run_1/pdn.png
Bar = 50 um. Pins as bars on the die edge.
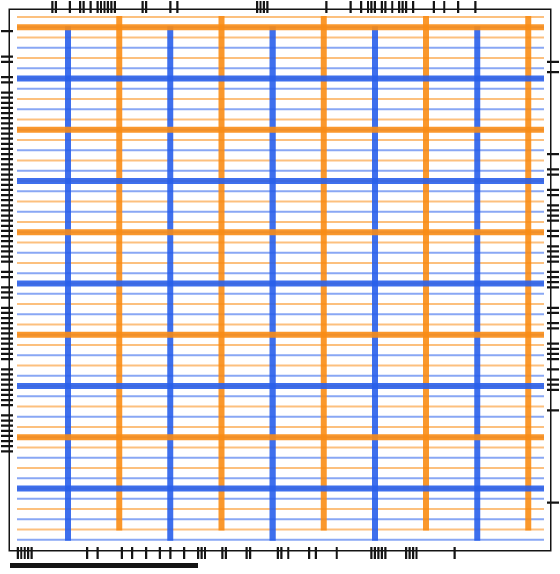
run_1/cell_classes.png
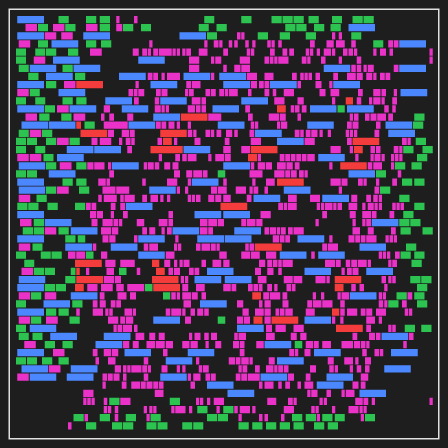
run_1/clock_map.png
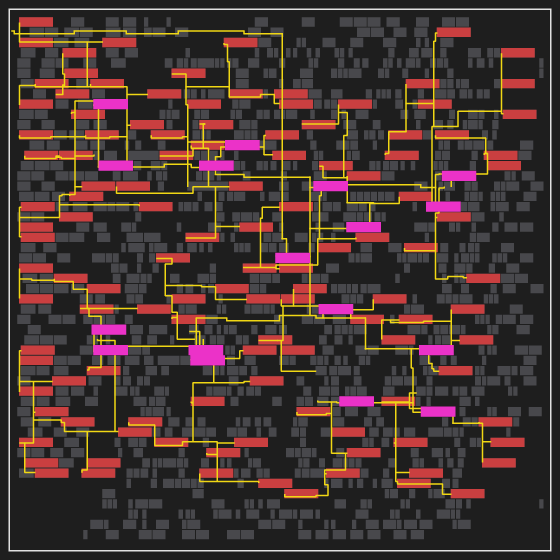
===== config.mk =====
export PLATFORM = sky130hd
export DESIGN_NAME = avm_copy_dma
export DESIGN_NICKNAME = d
export VERILOG_FILES = /design/src/rtl/avm_copy_dma.sv
export SDC_FILE = /design/constraint.sdc
export NUM_CORES = 1
export LEC_CHECK = 0
export CAP_MARGIN = 20
export CELL_PAD_IN_SITES_DETAIL_PLACEMENT = 0
export CELL_PAD_IN_SITES_GLOBAL_PLACEMENT = 1
export CORE_MARGIN = 1.5
export CORE_UTILIZATION = 40
export DETAILED_ROUTE_END_ITERATION = 12
export PLACE_DENSITY_LB_ADDON = 0.1
export SLEW_MARGIN = 20
export SYNTH_ARGS = -nofsm -noshare
export SYNTH_HDL_FRONTEND = slang
export SYNTH_SLANG_ARGS = --single-unit

===== constraint.sdc =====
create_clock -name clk -period 11.7 [get_ports clk]
set_clock_uncertainty 0.05 [all_clocks]
set_input_delay 2.34 -clock clk [delete_from_list [all_inputs] [get_ports clk]]
set_output_delay 2.34 -clock clk [all_outputs]
set_load 0.02 [all_outputs]

===== src/rtl/avm_copy_dma.sv =====
// avm_copy_dma: Avalon-MM block copy engine.
//
// Moves LEN 32-bit words from SRC to DST over its own bus initiator port,
// one read followed by one write per word. It is programmed through a
// four-register slave.
//
// Optional feature: define DMA_FILL_EN to add fill mode (CTRL bit3). In fill
// mode the SRC value is written LEN times and no reads are issued.
//
// Ports
//   clk, reset          : system clock, asynchronous active-high reset
//   avs_s0_*            : register slave
//                         0 = SRC, 1 = DST, 2 = LEN, 3 = CTRL/STATUS
//   avm_m0_*            : bus initiator (word-aligned, full byte enables)
//   irq                 : done & irq_en
//
// State table
//   IDLE | no bus request, registers writable
//   RD   | read request at src, waiting for accept
//   WR   | write request at dst, waiting for accept

module avm_copy_dma (
    input  logic        clk,
    input  logic        reset,
    input  logic [1:0]  avs_s0_address,
    input  logic        avs_s0_read,
    input  logic        avs_s0_write,
    input  logic [31:0] avs_s0_writedata,
    input  logic [3:0]  avs_s0_byteenable,
    output logic [31:0] avs_s0_readdata,
    output logic        avs_s0_waitrequest,
    output logic [31:0] avm_m0_address,
    output logic        avm_m0_read,
    output logic        avm_m0_write,
    output logic [31:0] avm_m0_writedata,
    output logic [3:0]  avm_m0_byteenable,
    input  logic [31:0] avm_m0_readdata,
    input  logic        avm_m0_waitrequest,
    output logic        irq
);

    localparam logic [1:0] ST_IDLE = 2'd0;
    localparam logic [1:0] ST_RD   = 2'd1;
    localparam logic [1:0] ST_WR   = 2'd2;

    logic [1:0]  state;
    logic [31:0] src;
    logic [31:0] dst;
    logic [23:0] len;
    logic [31:0] data_q;
    logic        done;
    logic        irq_en;
    logic        fill;
    logic        fill_next;
    logic        busy;
    logic        ctrl_wr;

    // Slave read strobe and byte enables carry no information for this block.
    logic unused_inputs;
    assign unused_inputs = ^{avs_s0_read, avs_s0_byteenable};

    assign busy    = (state != ST_IDLE);
    assign ctrl_wr = avs_s0_write && (avs_s0_address == 2'd3);

`ifdef DMA_FILL_EN
    logic fill_q;

    // The mode bit written together with start selects the mode of that run.
    assign fill_next = avs_s0_writedata[3];
    assign fill      = fill_q;

    always_ff @(posedge clk or posedge reset) begin
        if (reset) begin
            fill_q <= 1'b0;
        end else if (ctrl_wr && !busy) begin
            fill_q <= avs_s0_writedata[3];
        end
    end
`else
    assign fill_next = 1'b0;
    assign fill      = 1'b0;
`endif

    always_ff @(posedge clk or posedge reset) begin
        if (reset) begin
            state  <= ST_IDLE;
            src    <= 32'd0;
            dst    <= 32'd0;
            len    <= 24'd0;
            data_q <= 32'd0;
            done   <= 1'b0;
            irq_en <= 1'b0;
        end else begin
            if (ctrl_wr) begin
                irq_en <= avs_s0_writedata[2];
                if (avs_s0_writedata[1]) begin
                    done <= 1'b0;
                end
            end

            // Assignments below follow the clear-done above, so a completion or
            // a start in the same cycle overrides the clear.
            case (state)
                ST_IDLE: begin
                    if (avs_s0_write) begin
                        case (avs_s0_address)
                            2'd0:    src <= {avs_s0_writedata[31:2], 2'b00};
                            2'd1:    dst <= {avs_s0_writedata[31:2], 2'b00};
                            2'd2:    len <= avs_s0_writedata[23:0];
                            default: ;
                        endcase
                    end
                    if (ctrl_wr && avs_s0_writedata[0]) begin
                        if (len == 24'd0) begin
                            done <= 1'b1;
                        end else begin
                            done  <= 1'b0;
                            state <= fill_next ? ST_WR : ST_RD;
                        end
                    end
                end

                ST_RD: begin
                    if (!avm_m0_waitrequest) begin
                        data_q <= avm_m0_readdata;
                        state  <= ST_WR;
                    end
                end

                ST_WR: begin
                    if (!avm_m0_waitrequest) begin
                        dst <= dst + 32'd4;
                        if (!fill) begin
                            src <= src + 32'd4;
                        end
                        len <= len - 24'd1;
                        if (len == 24'd1) begin
                            state <= ST_IDLE;
                            done  <= 1'b1;
                        end else begin
                            state <= fill ? ST_WR : ST_RD;
                        end
                    end
                end

                default: state <= ST_IDLE;
            endcase
        end
    end

    // Bus outputs are decoded from registered state only. They hold still under
    // waitrequest and drop at once when reset is asserted.
    assign avm_m0_read       = (state == ST_RD);
    assign avm_m0_write      = (state == ST_WR);
    assign avm_m0_address    = (state == ST_WR) ? dst : src;
    assign avm_m0_writedata  = fill ? src : data_q;
    assign avm_m0_byteenable = 4'hF;

    assign avs_s0_waitrequest = 1'b0;
    assign irq                = done & irq_en;

    always_comb begin
        avs_s0_readdata = 32'd0;
        case (avs_s0_address)
            2'd0:    avs_s0_readdata = src;
            2'd1:    avs_s0_readdata = dst;
            2'd2:    avs_s0_readdata = {8'd0, len};
            default: avs_s0_readdata = {28'd0, fill, irq_en, done, busy};
        endcase
    end

endmodule


==> results.cfg, run 1 <==
; yosys + openroad results
[yosys]
async_flop_share = 1.00
top_area_cell = dfrtp_1
synth-main-ff-cell = dfrtp_1
simple_gate_share = 0.236
ys_top_cells_by_count = nand2_1, dfrtp_1, a21oi_1

[route]
drc_errors = 0
firstDrtPassIters = 6
wl_met2_mm = 11.3
vias = 7990
wl_per_cell_um = 19.6
drt_iter0_drc = 707

[finish]
nClkBuffers = 18
seq_share = 0.295
comb_share = 0.441
buffer_area_frac = 0.169
clkCellAreaFrac = 0.0556
lay_top_cells = nand2_1, clkdlybuf4s50_1, dfrtp_1, a21oi_1, o21ai_0
flops = 120
area_dominant_class = multi-input combinational cells
mi_logic_area_mm2 = 0.00449

[floorplanning]
n_tap_cell = 265
rows = 51
io_pins = 179

[final_timing]
clock.fmax_mhz = 143
fin_crit_ns = 6.99
setup_viol = 0
rsz0062_at_grt = false

[global_route]
grt_antenna_before_repair = 0
grt_max_degree = 87

[setup_path]
path_max_fanout = 38
crit_family = buffers and inverters
end_kind = output pin
critical_path.slowest_cell = clkdlybuf4s50_1
reg2reg_depth = 7
worst_r2r_endpoint = dst[30]$_DFFE_PP0P_
worstSetupEndpoint = avs_s0_readdata[9]

[clock_tree]
clockBufferDepth = 2
post_cts_buffers = 0
root_buffer = clkbuf_16
insertion_delay_ns = 0.43
clkSinkCount = 120
cts_hold_buffers = 0

[status]
status = complete, no violations

[power_and_ir_drop]
netSwitchingFraction = 0.461
comb_power_share = 0.512
seq-power_uw = 903

[placed_design]
port_buffers = 166
pre_cts_ws_ns = 4.71

[run]
log.warning_count = 33
-- pdn.png (at the start) --
legend:
  VSS:
    color: blue
  VDD:
    color: orange
rows: 51
met1 rails: 52
signal pins: 179
Peak VDD IR: 0.131 mV
Placeable Area: 0.0194 mm^2
die extent in y: 143 um
Die Wd: 143 um

-- cell_classes.png (at the start) --
legend:
  clock drivers and dummy loads:
    color: red
    cells: 32
    share_of_their_area: 5.7%
  all other logic:
    color: magenta
    cells: 773
    share_of_their_area: 46%
  other buffers and delay cells:
    color: green
    cells: 175
    share_of_their_area: 18%
  flip-flops:
    color: blue
    cells: 120
    share_of_their_area: 30%

-- clock_map.png (at the start) --
legend:
  clock wires:
    color: yellow
    length: 1,990 um
  cells driving clock nets:
    color: magenta
    count: 17
  flip-flops:
    color: red
    count: 120
flops lie: all over the die
routed clock nets: 18

==> inputs of run 2 (changes only) <==
- CORE_UTILIZATION: 40 -> 38
- clock period: 11.7 -> 7 ns (I/O delays scaled with it)
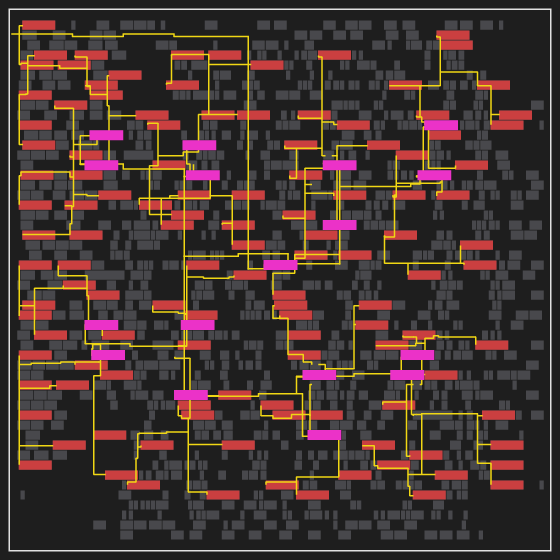
run_2/clock_map.png
legend:
  cells driving clock nets:
    color: magenta
    count: 17
  flip-flops:
    color: red
    count: 120
  clock wires:
    color: yellow
    length: 1,950 um
flops lie: all over the die

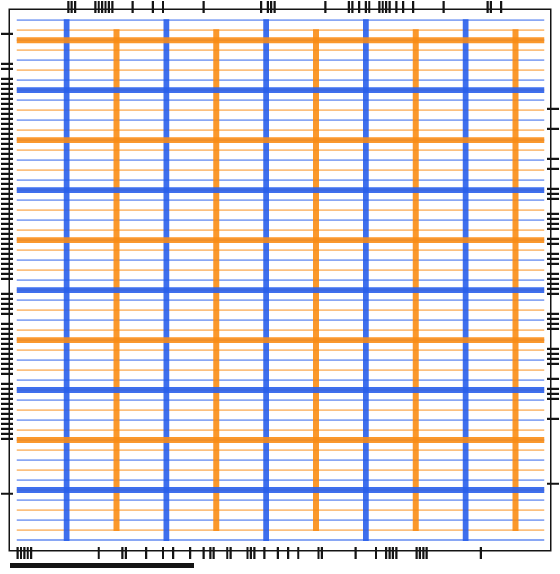
run_2/pdn.png
Bar = 50 um. Pins as bars on the die edge.
legend:
  VDD:
    color: orange
  VSS:
    color: blue
signal pins: 179
rows: 52
met4 straps: 10
met5 straps: 10
met1 rails: 53

==> results.cfg, run 2 <==
; yosys + openroad results
[power_and_ir_drop]
netSwitchingFraction = 0.455
comb_power_share = 0.511
seq-power_uw = 1510

[yosys]
synth-main-ff-cell = dfrtp_1
async_flop_share = 1.00
top_area_cell = dfrtp_1
ys_top_cells_by_count = nand2_1, dfrtp_1, a21oi_1

[clock_tree]
clkSinkCount = 120
post_cts_buffers = 0
cts_hold_buffers = 0

[global_route]
grt_antenna_before_repair = 0
grt_max_degree = 73

[floorplanning]
die_w_um = 147
io_pins = 179
rows = 52
core-area_mm2 = 0.0203

[finish]
nClkBuffers = 18
flops = 120
area_dominant_class = multi-input combinational cells
comb_share = 0.439
lay_top_cells = nand2_1, clkdlybuf4s50_1, dfrtp_1, a21oi_1, o21ai_0
buffer_area_frac = 0.171
clkCellAreaFrac = 0.0577
mi_logic_area_mm2 = 0.00450

[final_timing]
setup_viol = 0
clock.fmax_mhz = 205
fin_crit_ns = 4.88

[setup_path]
worst_r2r_endpoint = dst[30]$_DFFE_PP0P_
path_max_fanout = 19
reg2reg_depth = 7
crit_family = buffers and inverters

[route]
drt_iter0_drc = 672
vias = 7895

[status]
status = complete, no violations
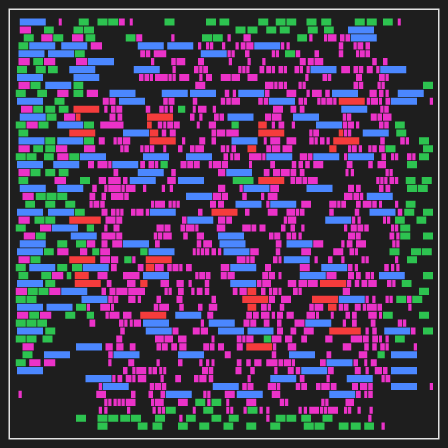
run_2/cell_classes.png
legend:
  all other logic:
    color: magenta
    cells: 773
    share_of_their_area: 46%
  other buffers and delay cells:
    color: green
    cells: 177
    share_of_their_area: 18%
  clock drivers and dummy loads:
    color: red
    cells: 32
    share_of_their_area: 6.0%
  flip-flops:
    color: blue
    cells: 120
    share_of_their_area: 30%

